==> run_1/closeup.png <==
The bar under the picture is 5 um long. Region (46, 46) to (66, 66) um. Cells in gray, sequential cells in the stronger gray; small squares are vias.
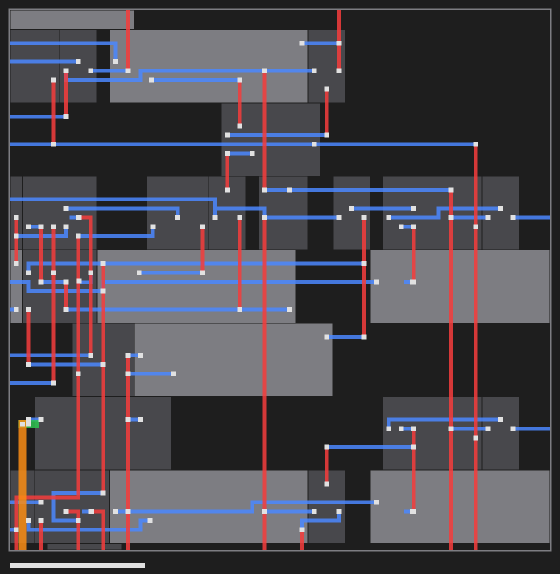
==> run_1/layers.png <==
The bar under the picture is 20 um long. Two of the layers only.
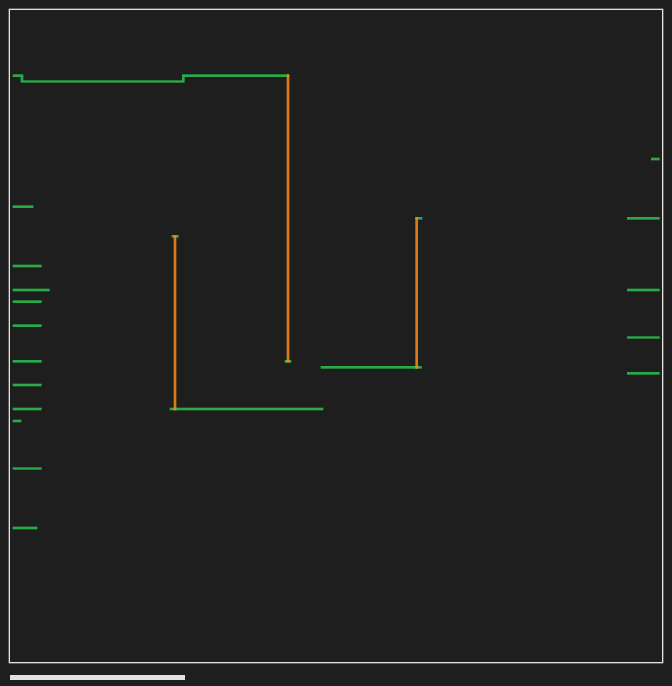
==> run_1/route_heat.png <==
The die is cut into 15 by 15 equal tiles; white is low, dark blue is high, scaled to the fullest tile. Values are wire area over tile area, all layers added.
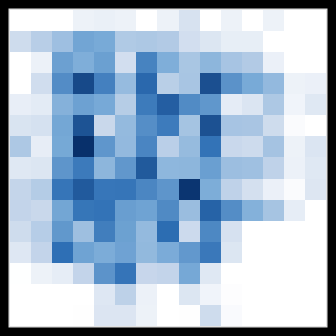
==> run_1/congestion_map.png <==
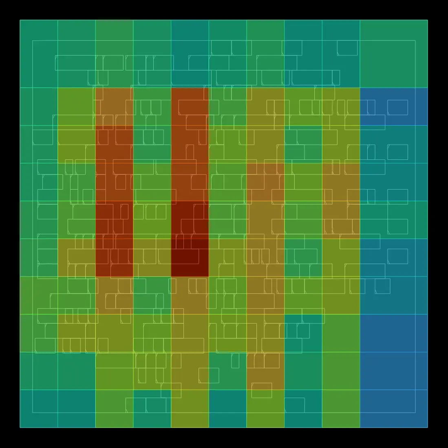
$ cat config.mk
export PLATFORM = sky130hd
export DESIGN_NAME = serial_add_ctrl
export DESIGN_NICKNAME = d
export VERILOG_FILES = /design/src/rtl/serial_add_ctrl.sv
export SDC_FILE = /design/constraint.sdc
export NUM_CORES = 1
export LEC_CHECK = 0
export CAP_MARGIN = 0
export CORE_MARGIN = 2
export CORE_UTILIZATION = 35
export CTS_CLUSTER_DIAMETER = 120
export DETAILED_ROUTE_END_ITERATION = 6
export GPL_TIMING_DRIVEN = 0
export HOLD_SLACK_MARGIN = 0.08
export SLEW_MARGIN = 20
export SYNTH_ARGS = -nofsm -noshare
export SYNTH_HDL_FRONTEND = slang
export SYNTH_SLANG_ARGS = --single-unit
$ cat constraint.sdc
create_clock -name clk -period 3.1 [get_ports clk]
set_input_delay 0.465 -clock clk [delete_from_list [all_inputs] [get_ports clk]]
set_output_delay 0.465 -clock clk [all_outputs]
set_load 0.005 [all_outputs]
$ cat src/rtl/serial_add_ctrl.sv
// ---------------------------------------------------------------------------
// serial_add_ctrl
//
// Bit-serial adder sequencer. It computes {cout,sum} = a + b + cin by reusing
// a single 1-bit full adder. The adder handles one bit per clock, LSB first,
// and needs WIDTH clocks per operation. The requester side uses a start/done
// handshake: a request is accepted only while the block is idle, and requests
// that arrive while busy are dropped.
//
// Ports
//   clk    in   rising-edge clock
//   rst_n  in   synchronous active-low reset
//   start  in   request, accepted only when busy=0
//   a, b   in   WIDTH-bit operands, sampled on the accepting edge
//   cin    in   carry-in, sampled on the accepting edge
//   busy   out  high in RUN and DONE
//   done   out  one-cycle pulse when sum/cout are updated
//   sum    out  WIDTH-bit registered result, held until the next completion
//   cout   out  registered carry-out of the MSB, held with sum
// ---------------------------------------------------------------------------
module serial_add_ctrl #(
  parameter int WIDTH = 8
) (
  input  logic             clk,
  input  logic             rst_n,
  input  logic             start,
  input  logic [WIDTH-1:0] a,
  input  logic [WIDTH-1:0] b,
  input  logic             cin,
  output logic             busy,
  output logic             done,
  output logic [WIDTH-1:0] sum,
  output logic             cout
);

  // cnt reaches at most WIDTH (on the exit edge), so clog2+1 bits never wrap.
  localparam int CW = $clog2(WIDTH) + 1;

  typedef enum logic [1:0] {IDLE, RUN, DONE} state_t;

  state_t           state;
  logic [WIDTH-1:0] opa;
  logic [WIDTH-1:0] opb;
  logic [WIDTH-1:0] shreg;
  logic             carry;
  logic [CW-1:0]    cnt;

  logic             fa_s;
  logic             fa_c;
  logic [WIDTH-1:0] shreg_nxt;
  logic             last;

  // The shared 1-bit full adder works on the current LSBs and the carry flop.
  always_comb begin
    fa_s = opa[0] ^ opb[0] ^ carry;
    fa_c = (opa[0] & opb[0]) | (opa[0] & carry) | (opb[0] & carry);
  end

  // New sum bit enters at the MSB. After WIDTH shifts, the first (LSB) result
  // bit has reached bit 0. Writing the shift as a truncated right shift of
  // {s, shreg} keeps it legal when WIDTH=1, where it reduces to shreg = s.
  assign shreg_nxt = WIDTH'({fa_s, shreg} >> 1);
  assign last      = (cnt == CW'(WIDTH - 1));

  always_ff @(posedge clk) begin
    if (!rst_n) begin
      state <= IDLE;
      busy  <= 1'b0;
      done  <= 1'b0;
      sum   <= '0;
      cout  <= 1'b0;
      opa   <= '0;
      opb   <= '0;
      shreg <= '0;
      carry <= 1'b0;
      cnt   <= '0;
    end else begin
      case (state)
        IDLE: begin
          if (start) begin
            opa   <= a;
            opb   <= b;
            carry <= cin;
            cnt   <= '0;
            shreg <= '0;
            busy  <= 1'b1;
            state <= RUN;
          end
        end
        RUN: begin
          shreg <= shreg_nxt;
          carry <= fa_c;
          opa   <= opa >> 1;
          opb   <= opb >> 1;
          cnt   <= cnt + 1'b1;
          // Outputs are loaded only here, so partial results never reach sum/cout.
          if (last) begin
            sum   <= shreg_nxt;
            cout  <= fa_c;
            done  <= 1'b1;
            state <= DONE;
          end
        end
        DONE: begin
          done  <= 1'b0;
          busy  <= 1'b0;
          state <= IDLE;
        end
        default: begin
          done  <= 1'b0;
          busy  <= 1'b0;
          state <= IDLE;
        end
      endcase
    end
  end

endmodule

==> job_summary.md, run 1 <==
## Implementation flow summary

| Metric | Value |
|---|---|
| F_max | `629 MHz` |
| Yosys cell count | `195` |
| Post-Syn Instances | `195` |
| Die H | `74.5 um` |
| Global-route wire length before repair | `6050 um` |
| Outcome | `completed` |
| H-tree levels | `2` |
| RSZ-0062 raised after global routing | `false` |
| Layout area overhead | `26.9%` |
| DP Area | `2120 sq um` |
| IO Port Bufs | `30` |
| Worst-path maximum fanout | `2` |
| Tool Warnings | `26` |
| CTS Sinks | `41` |
| # rows | `25` |
| Final Cycle Share | `51.3%` |
| Maximum vdd drop | `0.279 mV` |
| Design area | `2200 sq um` |
| DRT iter0 DRCs | `73` |
| I/O pin total | `31` |
| Min Tclk post-route | `1.59 ns` |
| DRT antenna net count | `0` |
| Worst Path Buf+Inv | `1` |
| GPL Wtd Cong | `0.744` |
| CP max-delay cell | `clkdlybuf4s50_1` |
| Core area | `4750 sq um` |
| Critical path startpoint category | `flop` |
| CTS-repair resized insts | `0` |
| Critical Path RT | `2.63 ns` |
| Root buf cell | `clkbuf_8` |
| Syn_nets | `217` |
| Layout cells sized above 1 | `9.44%` |
| Post-synth top area cell | `dfxtp_1` |
| Cell Chain, Critical Path | `clkdlybuf4s50_1` |
| Post-Syn Area | `1740 sq um` |
| Num CTS Buffers | `5` |
| Cell area power density | `463 nW/um^2` |
Notes on closeup.png above:
M1 -> blue
M4 -> orange
M2 -> red
M3 -> green
sequential cells in the window = 6
most frequent = nand2_1 (7), dfxtp_1 (6), mux2i_1 (4)
cells with their middle in the window = 24
netlist names of flops here include = shreg (3), sum (3)

Notes on layers.png above:
M3 -> green  # wire length 106 um
M4 -> orange  # wire length 69.4 um
GRT Total Usage: 14.4%
routed len/inst: 11.6 um
via count: 1399
Routed WL: 3490 um

Notes on route_heat.png above:
emptiest ninth of the die = bottom right
tiles over half the peak = 27%
nearly empty tiles = 23%
fullest tile = 0.33
densest ninth of the die = middle
mean over tiles = 0.098

Notes on congestion_map.png above:
Finished Core Util: 46.4%
met1 GRT Util: 19.0%
GR peak layer: met2

-- run 1: flip-flops by register name, indices dropped and copies added, names as in the netlist --
signal and count:
opb 8, sum 8, done 1, carry 1
state 2, cout 1, opa 8, shreg 7
busy 1, cnt 4
-- run 1: synthesized netlist by cell type --
cell type	number
dfxtp_1	41
nand2_1	40
a21oi_1	29
o21ai_0	15
a22oi_1	10
nor2b_1	10
mux2i_1	9
buf_6	5
buf_2	4
clkbuf_1	3
nand3_1	3
nor2_1	3
and2b_1	2
buf_4	2
nand2b_1	2
a211oi_1	1
a21boi_1	1
a31oi_1	1
and2_1	1
clkbuf_2	1
fa_1	1
ha_1	1
inv_1	1
nand4_1	1
nor3_4	1
nor3b_1	1
o211a_1	1
o21a_1	1
o21ba_2	1
o21bai_4	1
o32a_1	1
or4_1	1
-- run 1: metrics by stage --
step | cells | utilization, % | setup slack (ns)
after floorplan | 195 | - | 1.87
after global placement | 292 | 44.6 | 1.20
after detailed placement | 292 | 44.6 | 1.20
after CTS | 300 | 46.4 | 1.50
after global routing | 300 | 46.4 | 1.37
final | 300 | 46.4 | 1.51
-- run 1: cell type report --
type / instances / area (sq um)
Sequential cell: 41 / 821
Clock buffer: 6 / 72.6
Timing Repair Buffer: 30 / 300
Fill cell: 498 / 2550
Multi-Input combinational cell: 138 / 806
Buffer: 15 / 108
Tap cell: 67 / 83.8
Inverter: 1 / 3.75
Clock inverter: 2 / 10.0
-- run 1: cell families after synthesis --
kind of cell,share of synthesized area (%)
buf+inv,6.41
mux,5.18
simple gates,17.9
flops,47.2
fa+ha+maj,1.87
compound gates,21.5
-- run 1: placed cells by master, fill, tap and decap left out, drive strengths merged --
master	count
o21bai	1
dfxtp	41
or4	1
buf	11
nand3	3
clkdlybuf4s50	30
nor3	1
o21a	1
a31oi	1
clkinv	2
nor3b	1
o21ba	1
inv	1
nand2	40
nor2	3
nand4	1
o211a	1
and2	1
o21ai	15
a21boi	1
ha	1
a22oi	10
nand2b	2
mux2i	9
a21oi	29
fa	1
nor2b	10
o32a	1
and2b	2
a211oi	1
clkbuf	10
-- run 1: power breakdown --
| part | switching (mW) | internal [mW] |
|---|---|---|
| combinational | 0.0646 | 0.0636 |
| clock | 0.174 | 0.156 |
| sequential | 0.0131 | 0.550 |
| total | 0.252 | 0.769 |
-- run 1: final timing paths --
kind	to	slack [ns]	start
max	sum[7]	1.51	sum[7]
min	sum[1]	0.45	sum[1]
max reg2reg	cout	1.72	cnt[0]
min reg2reg	sum[1]	0.45	sum[1]
-- run 1: routing by layer --
metal / vias up / routed length, um / track usage (%)
met5: - / 0 / 0
met4: 0 / 69 / 6.55
met3: 6 / 105 / 3.25
met2: 23 / 1540 / 22.4
met1: 622 / 1770 / 19.0
li1: 748 / - / -
==> run 2, diff against run 1 <==
==> constraint.sdc (replaced) <==
create_clock -name clk -period 1.4 [get_ports clk]
set_input_delay 0.21 -clock clk [delete_from_list [all_inputs] [get_ports clk]]
set_output_delay 0.21 -clock clk [all_outputs]
set_load 0.005 [all_outputs]
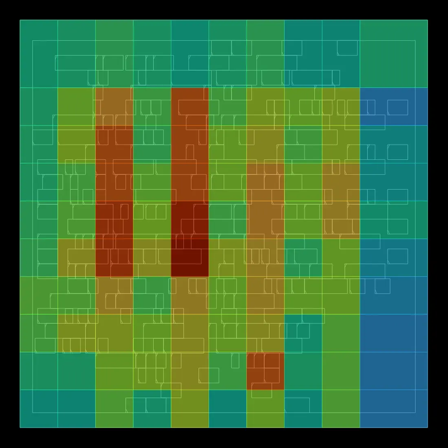
(run_2/congestion_map.png)
grt met3 use: 3.25%
met2 usage: 22.4%

==> run 2 against run 1 <==
Core utilization grew 0.68 points. Critical path depth is the same. Clock-buffer cell count is the same. Synthesized area is the same. Clock skew shrank 0.00063 ns. Final cell count grew 0.67%. Flip-flop count is the same. Synthesized cell count is the same. Worst hold slack lost 0.13 ns. Power grew 120%. Setup slack lost 1.4 ns. Via count grew 0.14%. Critical path type unchanged. Largest power group unchanged.
==> job_summary.md, run 2 <==
## Implementation flow summary

| Metric | Value |
|---|---|
| Outcome | `completed` |
| Yosys cell count | `195 (unchanged)` |
| Top Registers | `opa x8, opb x8, sum x8` |
| Worst Setup Slack post-DPL | `-0.244 ns (-1.44 ns)` |
| Routed len/inst | `11.8 um (+1.9%)` |
| Min Tclk post-route | `1.34 ns` |
| Worst reg2reg path endpoint | `opb[2]` |
| Critical path startpoint category | `flop` |
| Top cell excl fill/tap | `nand2_1` |
| Layout area overhead | `28.7%` |
| Layout cells sized above 1 | `11.1% (+1.6 points)` |
| I/O pin total | `31 (unchanged)` |
| Syn_nets | `217 (unchanged)` |
| Post-synth top area cell | `dfxtp_1` |
| EDFF count, synth | `0 (unchanged)` |
| Final Cycle Share | `95.4%` |
| Maximum vdd drop | `0.618 mV (+120%)` |
| Reg2reg start | `state[0]` |
| Routed WL | `3580 um (+2.6%)` |
| Critical Path RT | `1.19 ns (-1.44 ns)` |
| Post-Syn Area | `1740 sq um (unchanged)` |
| Die H | `74.5 um (unchanged)` |
| Gate Area | `812 sq um (+0.78%)` |
| Core area | `4750 sq um (unchanged)` |
| Cell area power density | `1010 nW/um^2 (+120%)` |
| FF+latch area | `823 sq um (+0.30%)` |
| Met1 GRT Util | `19.0% (unchanged)` |
| IO Port Bufs | `30 (unchanged)` |
| Async S/R FF share, synth | `0% (unchanged)` |
| Global-route wire length before repair | `6050 um (unchanged)` |
| Finished Core Util | `47.1% (+0.68 points)` |
| Setup WS post-layout | `0.0644 ns (-1.45 ns)` |
| GRT Total Usage | `14.4% (unchanged)` |
| Ys flop type | `dfxtp_1` |
| Cell with the most instances after synthesis | `dfxtp_1` |
| Design area | `2240 sq um (+1.5%)` |
| Cell Chain, Critical Path | `clkdlybuf4s50_1` |
| Tool Warnings | `26 (unchanged)` |
| CP endpoint | `sum[7]` |
| Post-Syn Instances | `195 (unchanged)` |
| Filler cells | `494 (-0.80%)` |
| Worst Path Buf+Inv | `1 (unchanged)` |
| GPL Wtd Cong | `0.744 (unchanged)` |
| Root buf cell | `clkbuf_8` |
| CTS Sinks | `41 (unchanged)` |
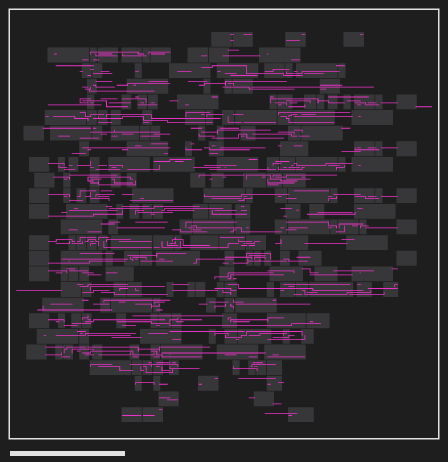
(run_2/m1.png)
The bar under the picture is 20 um long.
main direction = horizontal
longest straight run = 21.2 um

[run 2: cell counts after synthesis]
Identical to the previous run, type by type.
[run 2: worst min path at each step]
stage	slack, ns	start	cells past startpoint	to
final	0.33	start	3	state[0]
after global routing	0.35	start	3	state[0]
after CTS	0.46	a[1]	3	opa[1]
after detailed placement	0.45	sum[1]	2	sum[1]
after global placement	0.44	sum[1]	2	sum[1]
after floorplan	0.34	a[0]	2	opa[0]
[run 2: metrics by stage]
step                      hold slack, ns  setup TNS [ns]
final                              0.327               0
after global routing               0.355               0
after CTS                          0.455               0
after detailed placement           0.446           -4.87
after global placement             0.443           -4.75
after floorplan                    0.344               0
[run 2: area by class of cell]
| class | count | share of cell area [%] |
|---|---|---|
| tap | 67 | 3.75 |
| sequential | 41 | 36.8 |
| buffer | 15 | 4.92 |
| inverter | 1 | 0.168 |
| multi-input combinational | 138 | 36.3 |
| clock inverter | 2 | 0.447 |
| timing repair buffer | 32 | 14.4 |
| clock buffer | 6 | 3.24 |
[run 2: routing by layer]
layer	part of all wire, %	vias to the layer above
li1	-	750
met1	50	622
met2	45	23
met3	2.9	6
met4	1.9	0
met5	0	-
[run 2: repair_timing]
action                                  4_1_cts  5_1_grt
endpoints found under the setup margin        0       17
setup buffers                                 0        1
resized                                       0        9
[run 2: kinds of logic (layout without fill, tap and decap cells)]
kind of cell    after synthesis  in the layout  share of synthesized area, %
compound gates               62             62                          21.5
simple gates                 65             65                          17.9
flops                        41             41                          47.2
fa+ha+maj                     2              2                          1.87
mux                           9              9                          5.18
buf+inv                      16             56                          6.41
[run 2: power breakdown]
group	switching [mW]	total, mW	leakage, nW	internal (mW)
Sequential	0.0294	1.25	0.336	1.22
Clock	0.389	0.735	0.0450	0.345
Combinational	0.144	0.287	0.449	0.143
==> run 3, diff against run 2 <==
--- a/config.mk
+++ b/config.mk
@@ -5,6 +5,7 @@
 export SDC_FILE = /design/constraint.sdc
 export NUM_CORES = 1
 export LEC_CHECK = 0
+export ABC_AREA = 1
 export CAP_MARGIN = 0
 export CORE_MARGIN = 2
 export CORE_UTILIZATION = 35
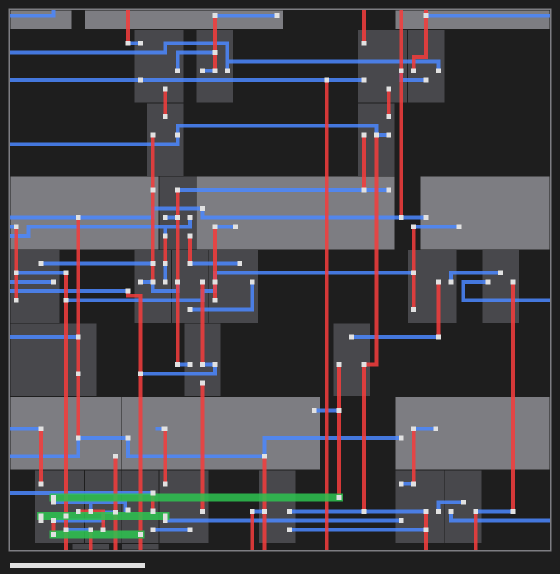
(run_3/closeup.png)
The bar under the picture is 5 um long. Region (46, 46) to (66, 66) um. Cells in gray, sequential cells in the stronger gray; small squares are vias.
M1 -> blue
M3 -> green
M2 -> red
most frequent = nand2_1 (14), a21oi_1 (8), dfxtp_1 (6)
cells with their middle in the window = 29
sequential cells in the window = 6
netlist names of flops here include = shreg (4), sum (2)

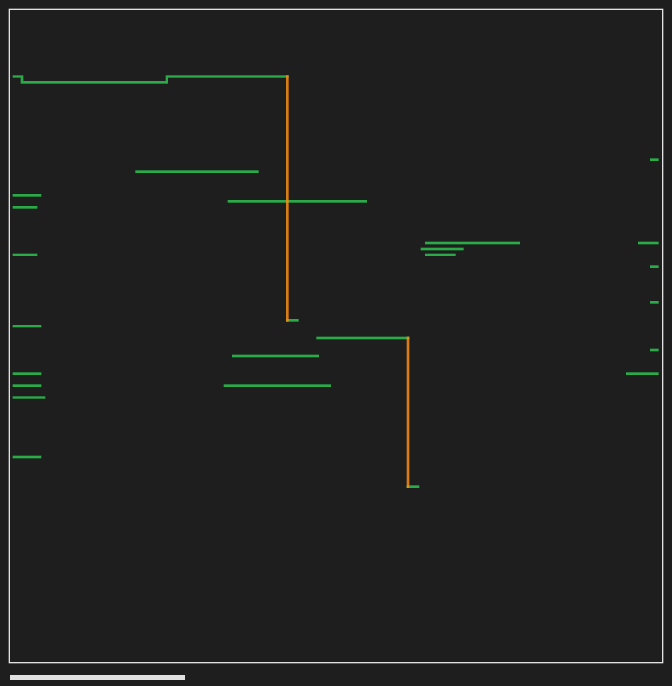
(run_3/layers.png)
The bar under the picture is 20 um long. Two of the layers only.
M3 -> green  # wire length 147 um
M4 -> orange  # wire length 44.9 um
routed len/inst: 10.7 um
via count: 1507
Routed WL: 3620 um

==> run 3 against run 2 <==
Register-to-register slack improved by 0.04 ns. Flip-flop count did not move. Synthesized cell count rose by 21%. Final cell count rose by 13%. Core utilization rose by 0.45 points. Non-clock buffer count fell by 7. Highest routed layer unchanged. Die size rose by 0.34%.
==> job_summary.md, run 3 <==
## Implementation flow summary

| Metric | Value |
|---|---|
| Worst Path Buf+Inv | `1 (unchanged)` |
| Min Tclk post-route | `1.34 ns (+0.00474 ns)` |
| Post-synth top area cell | `dfxtp_1` |
| Top cell excl fill/tap | `nand2_1` |
| Outcome | `completed` |
| Layout area overhead | `29.5%` |
| Maximum vdd drop | `0.440 mV (-29%)` |
| GRT Total Usage | `15.5% (+1.1 points)` |
| Fin Hold WS | `0.467 ns (+0.140 ns)` |
| Post-Syn Area | `1740 sq um (+0.36%)` |
| Design area | `2260 sq um (+0.95%)` |
| Final Setup Violations | `0` |
| I/O pin total | `31 (unchanged)` |
| IO Port Bufs | `30 (unchanged)` |
| Sum Neg Setup Slack | `0 ns (unchanged)` |
| Global-route wire length before repair | `6520 um (+7.8%)` |
| Core area | `4750 sq um (unchanged)` |
| Root buf cell | `clkbuf_8` |
| Filler cells | `497 (+0.61%)` |
| Final Cycle Share | `95.7% (+0.34 points)` |
| EDFF count, synth | `0 (unchanged)` |
| Die H | `74.6 um (+0.17%)` |
| Chip area line of the yosys report | `1740 sq um` |
| Crit path launch | `busy` |
| Layout cells sized above 1 | `11.4% (+0.29 points)` |
| DRT Pass-1 Iters | `4` |
| CTS Sinks | `41 (unchanged)` |
| GPL Wtd Cong | `0.806 (+8.3%)` |
| Critical Path RT | `1.19 ns (about the same)` |
| Cell area power density | `1130 nW/um^2 (+11%)` |
| GRT Residual Overflow | `0` |
| Async S/R FF share, synth | `0% (unchanged)` |
| CP endpoint | `busy` |
| Tool Warnings | `26 (unchanged)` |
| Cell Chain, Critical Path | `clkdlybuf4s50_1` |
| Reg2reg start | `cnt[1]` |
| Critical path startpoint category | `flop` |
| Synth Seq Share | `47.1%` |
| Syn_nets | `257 (+18%)` |
| Yosys cell count | `235 (+21%)` |
| Cell with the most instances after synthesis | `nand2_1` |
| Antenna diode count | `0` |
| Worst reg2reg path endpoint | `cout` |
| Post-CTS Setup Bufs | `0 (unchanged)` |
| Via/cell ratio | `4.43` |
| Post-Syn Instances | `235 (+21%)` |
| Ys flop type | `dfxtp_1` |
[run 3: netlist changes by cell type in the layout (fill, tap and decap cells not counted), sizes merged, moves of 2 or more]
cell / delta
nor2: +38
nor2b: -10
nand2: +45
inv: +7
o21ai: +6
mux2i: -9
nand2b: -2
clkinv: -2
and2b: -2
buf: -6
a21oi: -8
a22oi: -10
[run 3: metal layers]
layer / vias up / wire length (um) / track usage (%)
met5: - / 0 / 0
met4: 0 / 44 / 5.95
met3: 4 / 146 / 4.07
met2: 34 / 1580 / 24.7
met1: 651 / 1850 / 20.1
li1: 818 / - / -
[run 3: logic make-up (layout without fill, tap and decap cells)]
family	count (synthesis)	in the layout	share of synthesized area [%]
AND-OR/OR-AND	44	44	13.1
adder cells (fa/ha/maj)	2	2	1.87
buffers and inverters	18	56	7.32
flip-flops	41	41	47.1
AND/OR/NAND/NOR	130	130	30.6
[run 3: layout make-up]
type	instances	area [sq um]	share of cell area, %
flip-flops and latches	41	823	36.5
clock buffers	6	82.6	3.66
multi-input cells	176	803	35.6
well taps	67	83.8	3.71
inverters	8	35.0	1.55
plain buffers	10	92.6	4.10
repair buffers	30	300	13.3
clock inverters	2	37.5	1.66
[run 3: what timing repair did]
item,4_1_cts,5_1_grt
cloned,0,0
hold endpoints to repair,0,0
gates resized,1,5
endpoints found under the setup margin,1,4
[run 3: report_power, final]
part / internal, mW / switching (mW) / total (mW)
Clock: 0.580 / 0.416 / 0.996
Sequential: 1.22 / 0.0314 / 1.25
Combinational: 0.145 / 0.157 / 0.302
[run 3: how the worst min path moves through the flow]
stage | from | cells after the start | end
2_1_floorplan | b[7] | 2 | opb[7]
3_3_place_gp | shreg[1] | 2 | shreg[1]
3_5_place_dp | shreg[1] | 2 | shreg[1]
4_1_cts | shreg[1] | 2 | shreg[1]
5_1_grt | b[7] | 3 | opb[7]
6_report | sum[1] | 2 | sum[1]
[run 3: per-stage QoR]
stage | setup WS (ns) | util [%]
3_5_place_dp | -0.167 | 44.8
3_3_place_gp | -0.145 | 44.8
6_report | 0.0596 | 47.5
4_1_cts | 0.0261 | 47.4
5_1_grt | 0.00172 | 47.5
2_1_floorplan | 0.242 | -
No activity file was given, so power comes from the tool's default toggle rates.
